### config.mk
export PLATFORM = sky130hd
export DESIGN_NAME = mul_div_unit
export DESIGN_NICKNAME = d
export VERILOG_FILES = /design/src/rtl/mdu_pkg.sv /design/src/rtl/mdu_sign_conv.sv /design/src/rtl/mul_div_unit.sv
export SDC_FILE = /design/constraint.sdc
export NUM_CORES = 1
export LEC_CHECK = 0
export CORE_MARGIN = 2
export CORE_UTILIZATION = 61
export CTS_BUF_LIST = sky130_fd_sc_hd__clkbuf_4 sky130_fd_sc_hd__clkbuf_8 sky130_fd_sc_hd__clkbuf_16
export DETAILED_ROUTE_END_ITERATION = 6
export PLACE_DENSITY = 0.82
export SKIP_CTS_REPAIR_TIMING = 1
export SLEW_MARGIN = 20
export SYNTH_ARGS = -nofsm -noshare
export SYNTH_HDL_FRONTEND = slang
export SYNTH_SLANG_ARGS = --single-unit
### constraint.sdc
create_clock -name clk -period 5.5 [get_ports clk]
set_input_delay 1.1 -clock clk [delete_from_list [all_inputs] [get_ports clk]]
set_output_delay 1.1 -clock clk [all_outputs]
set_load 0.02 [all_outputs]
### src/rtl/mdu_pkg.sv
// Shared constants for the RV32M multiply/divide unit: funct3 encodings,
// FSM state encoding and the default operand width / iteration count.
package mdu_pkg;

  localparam int MDU_XLEN = 32;
  localparam int MDU_ITER = 32;

  localparam logic [2:0] MDU_MUL    = 3'd0;
  localparam logic [2:0] MDU_MULH   = 3'd1;
  localparam logic [2:0] MDU_MULHSU = 3'd2;
  localparam logic [2:0] MDU_MULHU  = 3'd3;
  localparam logic [2:0] MDU_DIV    = 3'd4;
  localparam logic [2:0] MDU_DIVU   = 3'd5;
  localparam logic [2:0] MDU_REM    = 3'd6;
  localparam logic [2:0] MDU_REMU   = 3'd7;

  typedef enum logic [1:0] {
    IDLE = 2'd0,
    CALC = 2'd1,
    DONE = 2'd2
  } mdu_state_e;

endpackage

### src/rtl/mdu_sign_conv.sv
// Conditional two's-complement negation. Used both to take the magnitude of
// signed operands and to restore the sign of products, quotients and remainders.
module mdu_sign_conv #(
  parameter int W = 32
) (
  input  logic [W-1:0] data_i,
  input  logic         neg_i,
  output logic [W-1:0] data_o
);

  assign data_o = neg_i ? (~data_i + W'(1)) : data_i;

endmodule

### src/rtl/mul_div_unit.sv
// Iterative RV32M multiply/divide unit: shift-add multiply, restoring divide,
// registered single-cycle write toward the register file. Define
// MDU_FAST_MUL_EN to compute multiplies combinationally in one CALC cycle.
module mul_div_unit
  import mdu_pkg::*;
#(
  parameter int XLEN = MDU_XLEN,
  parameter int ITER = MDU_ITER
) (
  input  logic            clk,
  input  logic            rst,
  input  logic            start,
  input  logic [2:0]      funct3,
  input  logic [XLEN-1:0] rs1_data,
  input  logic [XLEN-1:0] rs2_data,
  input  logic [4:0]      rd_addr,
  output logic            busy,
  output logic            w_en,
  output logic [4:0]      w_addr,
  output logic [XLEN-1:0] w_data
);

  localparam int CW = $clog2(ITER);
  localparam logic [CW-1:0] LAST = CW'(ITER - 1);

  mdu_state_e state_q, state_d;
  logic [CW-1:0]     cnt_q, cnt_d;
  logic [2:0]        op_q, op_d;
  logic [4:0]        addr_q, addr_d;
  logic              sign_a_q, sign_a_d, sign_b_q, sign_b_d;
  logic [XLEN-1:0]   a_q, a_d, b_q, b_d, quot_q, quot_d;
  logic [2*XLEN-1:0] prod_q, prod_d;
  logic [XLEN:0]     rem_q, rem_d;
  logic              busy_q, busy_d, w_en_q, w_en_d;
  logic [4:0]        w_addr_q, w_addr_d;
  logic [XLEN-1:0]   w_data_q, w_data_d;

  // Operand magnitudes; MULHSU treats rs2 as unsigned.
  logic            in_signed_a, in_signed_b, div_by_zero;
  logic [XLEN-1:0] abs_a, abs_b;

  assign in_signed_a = (funct3 == MDU_MULH) || (funct3 == MDU_MULHSU) ||
                       (funct3 == MDU_DIV)  || (funct3 == MDU_REM);
  assign in_signed_b = (funct3 == MDU_MULH) || (funct3 == MDU_DIV) ||
                       (funct3 == MDU_REM);
  assign div_by_zero = funct3[2] && (rs2_data == '0);

  mdu_sign_conv #(.W(XLEN)) u_abs_a (
    .data_i (rs1_data),
    .neg_i  (in_signed_a & rs1_data[XLEN-1]),
    .data_o (abs_a)
  );

  mdu_sign_conv #(.W(XLEN)) u_abs_b (
    .data_i (rs2_data),
    .neg_i  (in_signed_b & rs2_data[XLEN-1]),
    .data_o (abs_b)
  );

  logic [XLEN:0]     mul_sum;
  logic [2*XLEN-1:0] prod_step;
  logic [XLEN+1:0]   rem_diff;
  logic [XLEN:0]     rem_step;
  logic [XLEN-1:0]   quot_step;
  logic              last;

  always_comb begin
    mul_sum   = {1'b0, prod_q[2*XLEN-1:XLEN]} + (prod_q[0] ? {1'b0, a_q} : '0);
    prod_step = {mul_sum, prod_q[XLEN-1:1]};
    rem_diff  = {rem_q, quot_q[XLEN-1]} - {2'b00, b_q};
    if (rem_diff[XLEN+1]) begin
      rem_step  = {rem_q[XLEN-1:0], quot_q[XLEN-1]};
      quot_step = {quot_q[XLEN-2:0], 1'b0};
    end else begin
      rem_step  = rem_diff[XLEN:0];
      quot_step = {quot_q[XLEN-2:0], 1'b1};
    end
    last = (cnt_q == LAST);
`ifdef MDU_FAST_MUL_EN
    if (!op_q[2]) begin
      prod_step = {{XLEN{1'b0}}, a_q} * {{XLEN{1'b0}}, b_q};
      last      = 1'b1;
    end
`endif
  end

  // Sign restoration is applied to the final step's result so the write
  // data is ready in the same edge that ends CALC.
  logic [2*XLEN-1:0] prod_fix;
  logic [XLEN-1:0]   div_raw, div_fix, result;
  logic              div_neg;

  assign div_raw = op_q[1] ? rem_step[XLEN-1:0] : quot_step;
  assign div_neg = op_q[1] ? sign_a_q : (sign_a_q ^ sign_b_q);

  mdu_sign_conv #(.W(2*XLEN)) u_neg_prod (
    .data_i (prod_step),
    .neg_i  (sign_a_q ^ sign_b_q),
    .data_o (prod_fix)
  );

  mdu_sign_conv #(.W(XLEN)) u_neg_div (
    .data_i (div_raw),
    .neg_i  (div_neg),
    .data_o (div_fix)
  );

  assign result = op_q[2] ? div_fix :
                  (op_q == MDU_MUL) ? prod_fix[XLEN-1:0] : prod_fix[2*XLEN-1:XLEN];

  always_comb begin
    state_d  = state_q;
    cnt_d    = cnt_q;
    op_d     = op_q;
    addr_d   = addr_q;
    sign_a_d = sign_a_q;
    sign_b_d = sign_b_q;
    a_d      = a_q;
    b_d      = b_q;
    quot_d   = quot_q;
    prod_d   = prod_q;
    rem_d    = rem_q;
    busy_d   = busy_q;
    w_en_d   = 1'b0;
    w_addr_d = w_addr_q;
    w_data_d = w_data_q;
    unique case (state_q)
      IDLE: begin
        if (start) begin
          op_d     = funct3;
          addr_d   = rd_addr;
          sign_a_d = in_signed_a & rs1_data[XLEN-1];
          sign_b_d = in_signed_b & rs2_data[XLEN-1];
          a_d      = abs_a;
          b_d      = abs_b;
          quot_d   = abs_a;
          prod_d   = {{XLEN{1'b0}}, abs_b};
          rem_d    = '0;
          cnt_d    = '0;
          busy_d   = 1'b1;
          if (div_by_zero) begin
            state_d  = DONE;
            w_en_d   = (rd_addr != 5'd0);
            w_addr_d = rd_addr;
            w_data_d = funct3[1] ? rs1_data : '1;
          end else begin
            state_d = CALC;
          end
        end
      end
      CALC: begin
        prod_d = prod_step;
        quot_d = quot_step;
        rem_d  = rem_step;
        cnt_d  = cnt_q + CW'(1);
        if (last) begin
          state_d  = DONE;
          w_en_d   = (addr_q != 5'd0);
          w_addr_d = addr_q;
          w_data_d = result;
        end
      end
      DONE: begin
        state_d = IDLE;
        busy_d  = 1'b0;
      end
      default: state_d = IDLE;
    endcase
  end

  always_ff @(posedge clk) begin
    if (rst) begin
      state_q  <= IDLE;
      cnt_q    <= '0;
      op_q     <= '0;
      addr_q   <= '0;
      sign_a_q <= 1'b0;
      sign_b_q <= 1'b0;
      a_q      <= '0;
      b_q      <= '0;
      quot_q   <= '0;
      prod_q   <= '0;
      rem_q    <= '0;
      busy_q   <= 1'b0;
      w_en_q   <= 1'b0;
      w_addr_q <= '0;
      w_data_q <= '0;
    end else begin
      state_q  <= state_d;
      cnt_q    <= cnt_d;
      op_q     <= op_d;
      addr_q   <= addr_d;
      sign_a_q <= sign_a_d;
      sign_b_q <= sign_b_d;
      a_q      <= a_d;
      b_q      <= b_d;
      quot_q   <= quot_d;
      prod_q   <= prod_d;
      rem_q    <= rem_d;
      busy_q   <= busy_d;
      w_en_q   <= w_en_d;
      w_addr_q <= w_addr_d;
      w_data_q <= w_data_d;
    end
  end

  assign busy   = busy_q;
  assign w_en   = w_en_q;
  assign w_addr = w_addr_q;
  assign w_data = w_data_q;

endmodule
==> images/met1.png <==
Scale bar: 50 µm. Supply wires on this layer in grey.
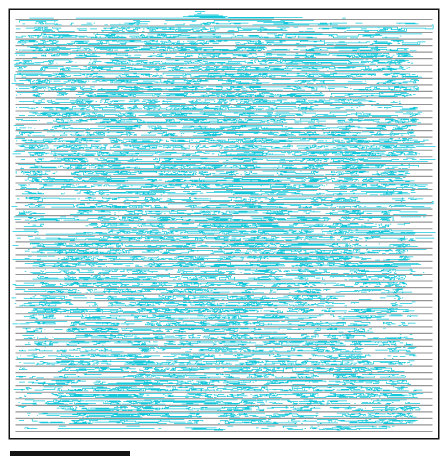
main direction: horizontal
wire length on this layer: 27.0 mm

==> images/met2.png <==
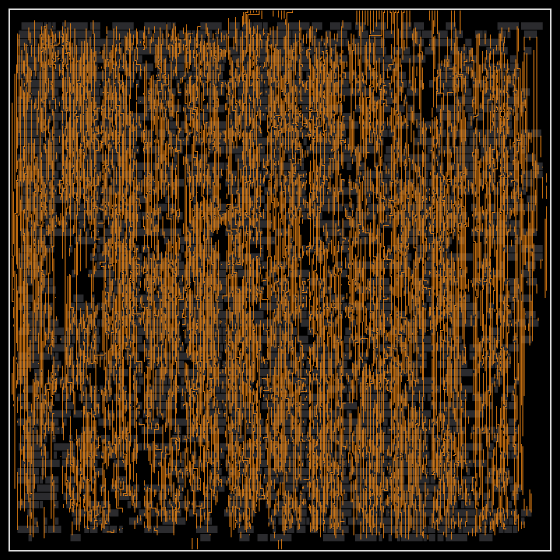
nets with wire on the layer: 2289
wire length on this layer: 32.4 mm
share of all routed wire: 43%
main direction: vertical
longest straight run: 83.8 µm

==> out/metrics.csv <==
metric;value;unit
status;completed;
largest_cell_class;multi-input combinational cells;
slew_viol_final;0;
async_flop_share;0;%
min_path_type;reg2reg;
ff_type;dfxtp_1;
pwr-share-comb;51.7;%
seq_share;23.8;%
grt_pass1_wl;112000;µm
clk_share;4.72;%
ys_warn_count;0;
synth-seq-cells;249;
worst_hold_slack;0.452;ns
ys_chip_area;18500;µm²
inv_count;68;
avgRoutedWirePerCell;25.4;µm
buffer_area_share;7.50;%
route.met2.wl;32400;µm
chipHeight;178;µm
core_area;29700;µm²
skew;0.0113;ns
synthMuxAreaShare;2.15;%
fin_crit;5.14;ns
pre_cts_ws;0.386;ns
crit_chain;and2_1, ha_1, fa_1, a211o_1, a21oi_2, a211oi_1, or4_1, a22oi_1, nor4b_4, nand4_1, or4_1, and3_1, o2111ai_1, nand3_1, o21ai_1;
yosys-top-cells-area;dfxtp_1 27%, a21oi_1 8.0%, nand2_1 6.7%, xnor2_1 5.3%, nor2_1 5.0%;
top_cell_area_share;27.0;%
dieArea;31700;µm²
setup-tns-final;0;ns
ctsLongestPathBuffers;3;
worst_path_max_delay_cell;dfxtp_1;
crit_path_start;prod_q[0]$_SDFFE_PP0P_;
vias_per_cell;7.00;
cts_buffers;28;
insertedDiodeCount;0;
top_area_cell;dfxtp_1;
io_pins;114;
crit_path_start_kind;register;
dp.cells;2883;
total_power;8580;µW
wl_met1;27000;µm
worst_slew_pin_slew;1.13;ns
ir_worst_vdd;0.503;mV
top_layer_used;met5;
grtUsageTotal;45.8;%
max_cap_viol_count;0;
chipWidth;178;µm
endpoint_kind;register;
comb_share;60.4;%
antenna_found_initial;2;
finish.utilization;70.4;%
register_area;4990;µm²
ant_nets;0;
xor_share;8.63;%
max_freq;0.195;GHz
wl_met3;9130;µm
path_delay_family;simple AND/OR/NAND/NOR gates;
aoi_share;29.6;%
cpPeakStageDelay;0.59;ns
p_per_area;410;nW/µm²
crit_required;6.00;ns
setup_viol;0;
taps;390;
grt_pass1_vias;19200;
ys_cells;2484;
synth_seq_share;27.0;%
path_buffers;0;
ys_sh_simple;22.8;%
worst_path_most_repeated_cell;or4_1;
port_buffers;113;
synthCells;2484;
vias;20500;
clkSlewWorstSetupHoldPaths;0.07;ns
layout_top_cells;328 x nand2_1, 294 x a21oi_1, 248 x dfxtp_1, 247 x nor2_1, 116 x a22oi_1;
stdcell_count;2934;
path_max_fanout;22;
logic_family;AND-OR/OR-AND gates;
leakagePower;0.00779;µW
syn_to_final_growth;13.2;%
==> images/met3.png <==
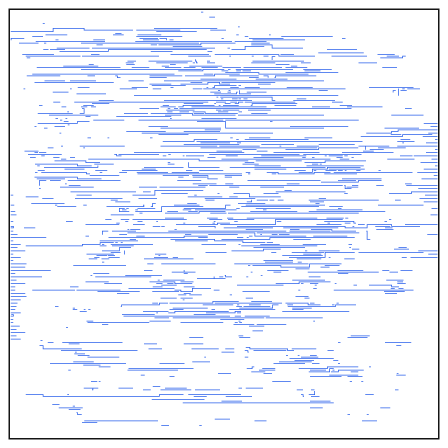
longest straight run: 84.6 µm
wire length on this layer: 9130 µm
main direction: horizontal
share of all routed wire: 12%

==> images/met4.png <==
Supply wires on this layer in grey.
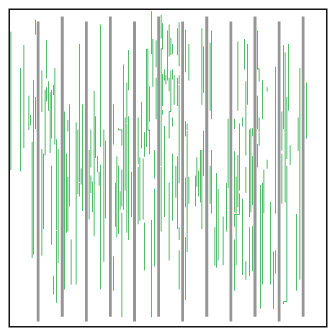
wire length on this layer: 6000 µm
longest straight run: 119 µm
nets with wire on the layer: 166

-- cells in the mapped netlist (26+ instances only) --
cell      number
nand2_1      328
o31ai_1       29
a21oi_1      295
o21ai_0      113
and2_1        53
nor3_1        63
inv_1         66
a211oi_1      28
a31oi_1       26
clkbuf_1     137
nand3_1       32
nor2_1       247
xnor2_1      111
ha_1          70
a22oi_1      116
xor2_1        71
dfxtp_1      249
-- power by group through the flow --
stage | logic, µW | clock network [µW] | registers [µW]
floorplan | 3040 | 0 | 2070
global placement | 4170 | 0 | 2120
detailed placement | 4250 | 0 | 2130
CTS | 4280 | 2020 | 2090
global route | 4700 | 2100 | 2110
finish | 4440 | 2040 | 2100
-- worst paths after layout --
check                       endpoint  slack, ns  cells after the start
max          w_data[29]$_SDFFE_PP0P_       0.36                     15
min              a_q[7]$_SDFFE_PP0P_       0.45                      2
max reg2reg  w_data[29]$_SDFFE_PP0P_       0.36                     15
min reg2reg      a_q[7]$_SDFFE_PP0P_       0.45                      2
-- state kept, by name (all words and copies together) (netlist names), 3 cells and up --
| name | count |
|---|---|
| prod_q | 64 |
| w_addr | 5 |
| cnt_q | 5 |
| b_q | 32 |
| quot_q | 32 |
| w_data | 32 |
| rem_q | 33 |
| a_q | 32 |
| op_q | 3 |
| addr_q | 5 |
-- worst register-to-register path: stages (launching register included) --
cell and delay (ns):
dfxtp_1 0.59, and2_1 0.33, ha_1 0.23, fa_1 0.46
a211o_1 0.40, a21oi_2 0.27, a211oi_1 0.16, or4_1 0.52
a22oi_1 0.28, nor4b_4 0.40, nand4_1 0.25, or4_1 0.57
and3_1 0.23, o2111ai_1 0.11, nand3_1 0.14, o21ai_1 0.14
Power is estimated from default activity; no workload was simulated.
